Run 1, clock nets:
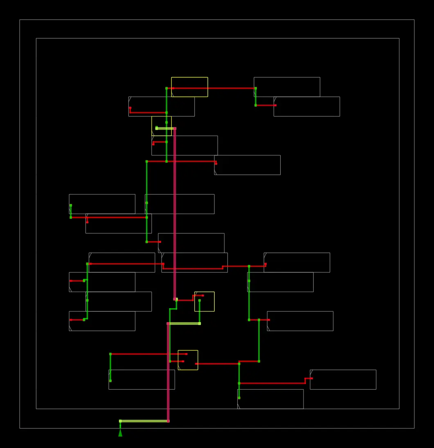
Run 1, layout detail:
Region (15, 16) to (40, 41) µm. Cells in gray, sequential cells in the stronger gray; small squares are vias.
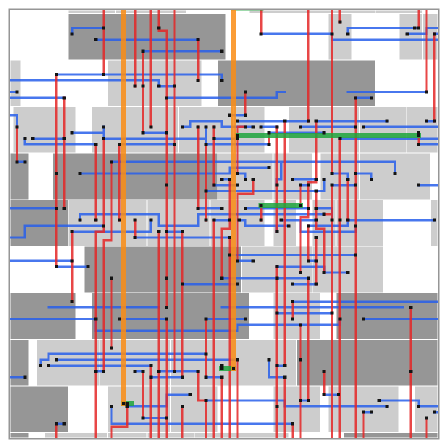
Run 1, clock distribution:
Scale: 10 px per µm.
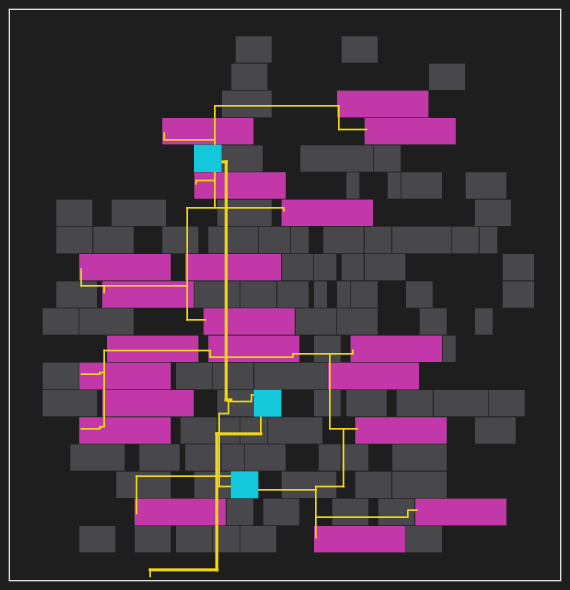
--- config.mk ---
export PLATFORM = sky130hd
export DESIGN_NAME = window_streamer
export DESIGN_NICKNAME = d
export VERILOG_FILES = /design/src/rtl/window_streamer.sv
export SDC_FILE = /design/constraint.sdc
export NUM_CORES = 1
export LEC_CHECK = 0
export CORE_AREA = 2 2 53 55
export CTS_CLUSTER_DIAMETER = 30
export DETAILED_ROUTE_END_ITERATION = 10
export DIE_AREA = 0 0 55 57
export PLACE_DENSITY = 0.72
export SLEW_MARGIN = 20
export SYNTH_ARGS = -nofsm -noshare
export SYNTH_HDL_FRONTEND = slang
export SYNTH_SLANG_ARGS = --single-unit
--- constraint.sdc ---
create_clock -name clk -period 1.8 [get_ports clk]
set_clock_uncertainty 0.2 [all_clocks]
set_input_delay 0.27 -clock clk [delete_from_list [all_inputs] [get_ports clk]]
set_output_delay 0.27 -clock clk [all_outputs]
set_load 0.02 [all_outputs]
--- src/rtl/window_streamer.sv ---
// Captures a completed window from the windower and replays it one time slice per beat,
// oldest slice first, over a valid/ready stream. Windows arriving while busy are dropped and flagged.
module window_streamer #(
    parameter int NUM_CHS     = 2,
    parameter int WINDOW_SIZE = 4,
    parameter int SAMPLE_SIZE = 2
) (
    input  logic                                                 clk,
    input  logic                                                 nrst,
    input  logic                                                 window_valid,
    input  logic [WINDOW_SIZE-1:0][NUM_CHS-1:0][SAMPLE_SIZE-1:0] window,
    output logic                                                 window_ready,
    output logic                                                 out_valid,
    input  logic                                                 out_ready,
    output logic [NUM_CHS-1:0][SAMPLE_SIZE-1:0]                  out_slice,
    output logic [$clog2(WINDOW_SIZE)-1:0]                       out_idx,
    output logic                                                 out_last,
    output logic                                                 overrun,
    output logic                                                 busy
);

    localparam int IDX_W = $clog2(WINDOW_SIZE);

    typedef enum logic {
        IDLE,
        STREAM
    } state_t;

    state_t                                               state_q, state_d;
    logic [IDX_W-1:0]                                     idx_q, idx_d;
    logic [WINDOW_SIZE-1:0][NUM_CHS-1:0][SAMPLE_SIZE-1:0] win_q, win_d;
    logic                                                 overrun_q, overrun_d;

    logic stream_w;
    logic last_w;
    logic xfer_w;
    logic capture_w;

    assign stream_w     = (state_q == STREAM);
    assign last_w       = (idx_q == IDX_W'(WINDOW_SIZE - 1));
    assign xfer_w       = stream_w && out_ready;
    // A new window can be taken in the same cycle the last beat leaves, so no bubble.
    assign window_ready = !stream_w || (xfer_w && last_w);
    assign capture_w    = window_valid && window_ready;

    always_ff @(posedge clk or negedge nrst) begin
        if (!nrst) begin
            state_q   <= IDLE;
            idx_q     <= '0;
            win_q     <= '0;
            overrun_q <= 1'b0;
        end else begin
            state_q   <= state_d;
            idx_q     <= idx_d;
            win_q     <= win_d;
            overrun_q <= overrun_d;
        end
    end

    always_comb begin
        state_d   = state_q;
        idx_d     = idx_q;
        win_d     = win_q;
        overrun_d = overrun_q | (window_valid && !window_ready);

        if (capture_w) begin
            win_d = window;
            idx_d = '0;
        end

        case (state_q)
            IDLE: begin
                if (capture_w) state_d = STREAM;
            end
            STREAM: begin
                if (xfer_w) begin
                    if (!last_w) begin
                        idx_d = idx_q + IDX_W'(1);
                    end else if (!capture_w) begin
                        state_d = IDLE;
                    end
                end
            end
            default: state_d = IDLE;
        endcase
    end

    always_comb begin
        out_valid = stream_w;
        busy      = stream_w;
        overrun   = overrun_q;
        out_slice = '0;
        out_idx   = '0;
        out_last  = 1'b0;
        if (stream_w) begin
            out_slice = win_q[idx_q];
            out_idx   = idx_q;
            out_last  = last_w;
        end
    end

endmodule

==> results.txt, run 1 <==
run results: Leak 0.667 nW, Top cell area share approximately half, FP Util 38.5%, CP top delay family flip-flops, Max Root-Sink Buffers 2, worst setup margin -0.0486 ns, violated checks setup timing, register area share after synthesis around half, Syn-to-layout area delta 44.3%, Cell Area, Synth 1010 µm², worst hold slack 0.0735 ns, gpl congestion 0.765, most frequent cells after synthesis dfrtp_1 (20), mux2_4 (10), mux2i_1 (8), mux2_2 (7), o22ai_1 (4), R2R setup slack 0 ns, syn avg cell area 14.4 µm², chip width approximately 55 µm, ys cells 70, drt drc 0, Post-DP Area 1380 µm², status finished, violations left, PD cells between 1500 and 2000 nW/µm², Core Box Area 2620 µm², Max-slew headroom slightly below 70%, DR WL/cell 14.6 µm, Reg clk slew, reported paths 0.12 ns, Setup Viol. Count Final 5, Register-to-Register Path Depth 5, final core utilization 55.5%, Multi-In Gates 45, Resized cells post-CTS 42, Tcrit/Tclk final 103%
Back to the opening pictures, 'clock nets':
CTS buffer count: 3
CTS Sinks: 20
Worst-Skew Late Latency: 0.30 ns

Back to the opening pictures, 'layout detail':
legend:
  blue:
    layer: metal 1
  green:
    layer: metal 3
  orange:
    layer: metal 4
  red:
    layer: metal 2
sequential cells in the window: 7
cells with their middle in the window: 36
most frequent: dfrtp_1 (6), buf_4 (4)
netlist names of flops here include: win_q (5), idx_q (2)

Back to the opening pictures, 'clock distribution':
legend:
  yellow:
    item: clock wires
    length: 237 µm
  cyan:
    item: clock drivers
    count: 3
  magenta:
    item: flip-flops
    count: 20
routed clock nets: 4

==> run 1: cells by family (layout without fill, tap and decap cells) <==
| group | after synthesis | in the layout | share of synthesized area (%) |
|---|---|---|---|
| muxes | 25 | 25 | 30.7 |
| AOI/OAI and AO/OA | 10 | 10 | 7.96 |
| DFF | 20 | 20 | 49.8 |
| buffers and inverters | 6 | 46 | 4.35 |
| adders and majority gates | 1 | 1 | 1.24 |
| and+or+nand+nor | 8 | 9 | 5.97 |
==> run 1: state kept, by name (all words and copies together), names as in the netlist <==
| register | flops |
|---|---|
| win_q | 16 |
| overrun | 1 |
| idx_q | 2 |
| busy | 1 |
==> run 1: cells in the final DEF, fill, tap and decap left out <==
cell type | Yosys | routed
buf_4 | 1 | 9
mux2i_1 | 8 | 7
dfrtp_2 | 0 | 1
clkdlybuf4s15_2 | 0 | 1
buf_2 | 1 | 2
and2_2 | 2 | 2
dlygate4sd2_1 | 0 | 2
a21oi_1 | 1 | 1
clkbuf_4 | 0 | 3
or2b_4 | 0 | 1
a22o_1 | 2 | 2
nand2_1 | 2 | 1
a21bo_4 | 1 | 1
clkdlybuf4s50_1 | 0 | 20
buf_6 | 0 | 5
o22ai_2 | 0 | 1
mux2i_2 | 0 | 1
inv_1 | 3 | 3
mux2_4 | 10 | 10
mux2_2 | 7 | 7
dfrtp_1 | 20 | 19
a31o_2 | 1 | 1
nand2_2 | 0 | 1
nor2b_1 | 1 | 1
o22ai_1 | 4 | 3
nor2_1 | 1 | 1
clkbuf_8 | 0 | 1
o21bai_1 | 1 | 1
nand2_8 | 1 | 2
ha_2 | 0 | 1
==> run 1: report_power, final <==
part	leakage [nW]	switching (mW)	internal, mW	total (mW)
combinational	0.413	0.600	0.805	1.41
clock	0.0210	0.139	0.124	0.263
sequential	0.233	0.145	0.661	0.805
==> run 1 -> run 2 <==
--- a/config.mk
+++ b/config.mk
@@ -9,7 +9,7 @@
 export CTS_CLUSTER_DIAMETER = 30
 export DETAILED_ROUTE_END_ITERATION = 10
 export DIE_AREA = 0 0 55 57
-export PLACE_DENSITY = 0.72
+export PLACE_DENSITY = 0.8
 export SLEW_MARGIN = 20
 export SYNTH_ARGS = -nofsm -noshare
 export SYNTH_HDL_FRONTEND = slang
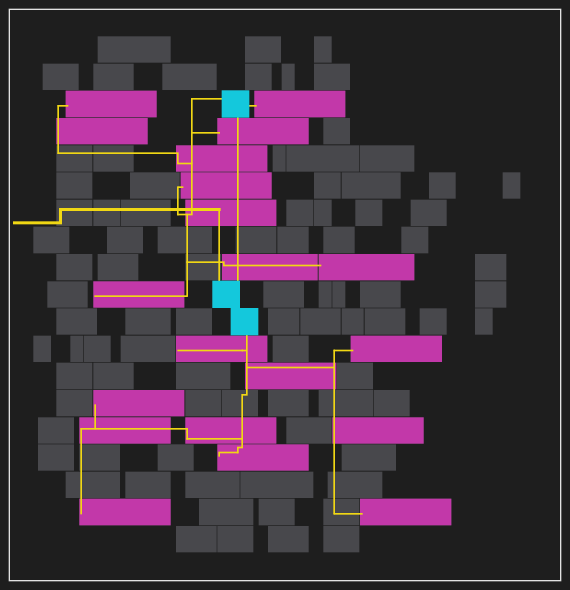
Run 2: clock distribution
Scale: 10 px per µm.
legend:
  magenta:
    item: flip-flops
    count: 20
  cyan:
    item: clock drivers
    count: 3
  yellow:
    item: clock wires
    length: 208 µm
routed clock nets: 4

==> run 2 against run 1 <==
The flow still finishes with violations (setup timing). Largest power group unchanged. First-iteration DRC count fell by 45%. Critical path depth rose by 1. Worst setup slack got worse by 0.023 ns. Largest cell class is now logic gates. Sequential cell count did not move.
==> results.txt, run 2 <==
run results: initial antenna violation count 0, Leak 0.667 nW, Core Box Area 2620 µm², Layout Nets between 100 and 150, gpl congestion 0.840, Ant. Diodes 0, XOR Share, Synth 0%, Max Root-Sink Buffers 2, violated checks setup timing, Commonest Layout Cell clkdlybuf4s50_1, ys cells 70, Top logic family multiplexers, RSZ-0062 raised after global routing yes, Cell Area, Synth ~1000 µm², PD cells 1750 nW/µm², CP max stage cell dfrtp_2, yosys adder share 1.24%, chip width 55 µm, Setup Crit Path Kind reg -> out, CTS Sinks 20, DR WL/cell about 15 µm, grt ovf 0, MUX area fraction 30.7%, Post-Synth AOI/OAI Area 7.96%, Tcrit/Tclk final 104%, Post-synth EDFFs 0, drt drc 0, Std-Cell Rows 19, FP Util around 38%, Register-to-Register Path Depth 5, Max-slew headroom between 60 and 70%, yosys simple share 5.97%, Reg clk slew, reported paths 0.10 ns, Syn-to-layout area delta 46.0%, Largest Register win_q, CP top delay family flip-flops, status finished, violations left, Setup Viol. Count Final 10, worst hold slack ~0.10 ns, Worst-Skew Late Latency 0.28 ns, R2R setup slack -0.02 ns, Worst Path Buf+Inv 2, CTS buffer count 3, worst path cell trace buf_6 > mux2i_2 > o22ai_4 > buf_6, Largest register FFs 16, register area share after synthesis 49.8%, Top cell area share 49.8%, most frequent cells after synthesis dfrtp_1 (20), mux2_4 (10), mux2i_1 (8), mux2_2 (7), o22ai_1 (4), worst setup margin -0.0711 ns, syn avg cell area 14.4 µm²
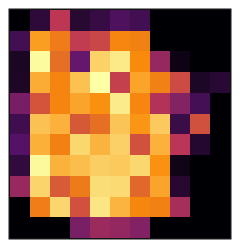
Run 2: cell area per tile
Scale: 4 px per µm. The die is cut into 11 by 11 equal tiles; black is low, pale yellow is high, 0 to 100% covered.
nearly empty tiles: 23%
densest ninth of the die: center
fullest tile: 100%
mean over tiles: 46%
tiles over 75% full: 29%
emptiest ninth of the die: upper right

[run 2: final cells by class]
cell class / count / area [µm²]
Fill cell: 240 / 1150
Multi-Input combinational cell: 45 / 536
Sequential cell: 20 / 503
Timing Repair Buffer: 39 / 358
Tap cell: 31 / 38.8
Clock buffer: 3 / 22.5
Inverter: 3 / 11.3
[run 2: routing by layer]
metal,up-vias,global-route usage (%),share of wire (%)
li1,332,-,-
met1,337,18.6,41
met2,24,26.0,52
met3,2,2.62,5.5
met4,0,5.92,0.98
met5,-,0,0
[run 2: kinds of logic (layout without fill, tap and decap cells)]
group / Yosys count / after routing
buf+inv: 6 / 45
mux: 25 / 25
flops: 20 / 20
simple gates: 8 / 9
fa+ha+maj: 1 / 1
compound gates: 10 / 10
[run 2: stage by stage]
step	instance area (µm²)	utilization, %	power (mW)
after floorplan	1010	-	1.64
after global placement	1370	52.5	2.09
after detailed placement	1370	52.5	2.12
after CTS	1400	53.5	2.29
after global routing	1470	56.2	2.72
final	1470	56.2	2.57
[run 2: what timing repair did]
item	in CTS	in global routing
buffers inserted	1	0
gates cloned	1	0
gates resized	34	22
endpoints found under the setup margin	26	22
hold endpoints to repair	0	0
pin swaps	3	2
[run 2: worst paths after layout]
kind / end
max reg2reg: win_q[1]$_DFFE_PN0P_
max: out_slice[1]
min in group clk: overrun$_DFF_PN0_
min reg2reg: overrun$_DFF_PN0_
max in group asynchronous: idx_q[1]$_DFF_PN0_
min: win_q[5]$_DFFE_PN0P_
[run 2: power breakdown]
group	total (mW)	leakage [nW]	internal [mW]	switching, mW
Combinational	1.55	0.422	0.880	0.672
Clock	0.199	0.0138	0.0776	0.121
Sequential	0.819	0.231	0.663	0.155
No activity file was given, so power comes from the tool's default toggle rates.
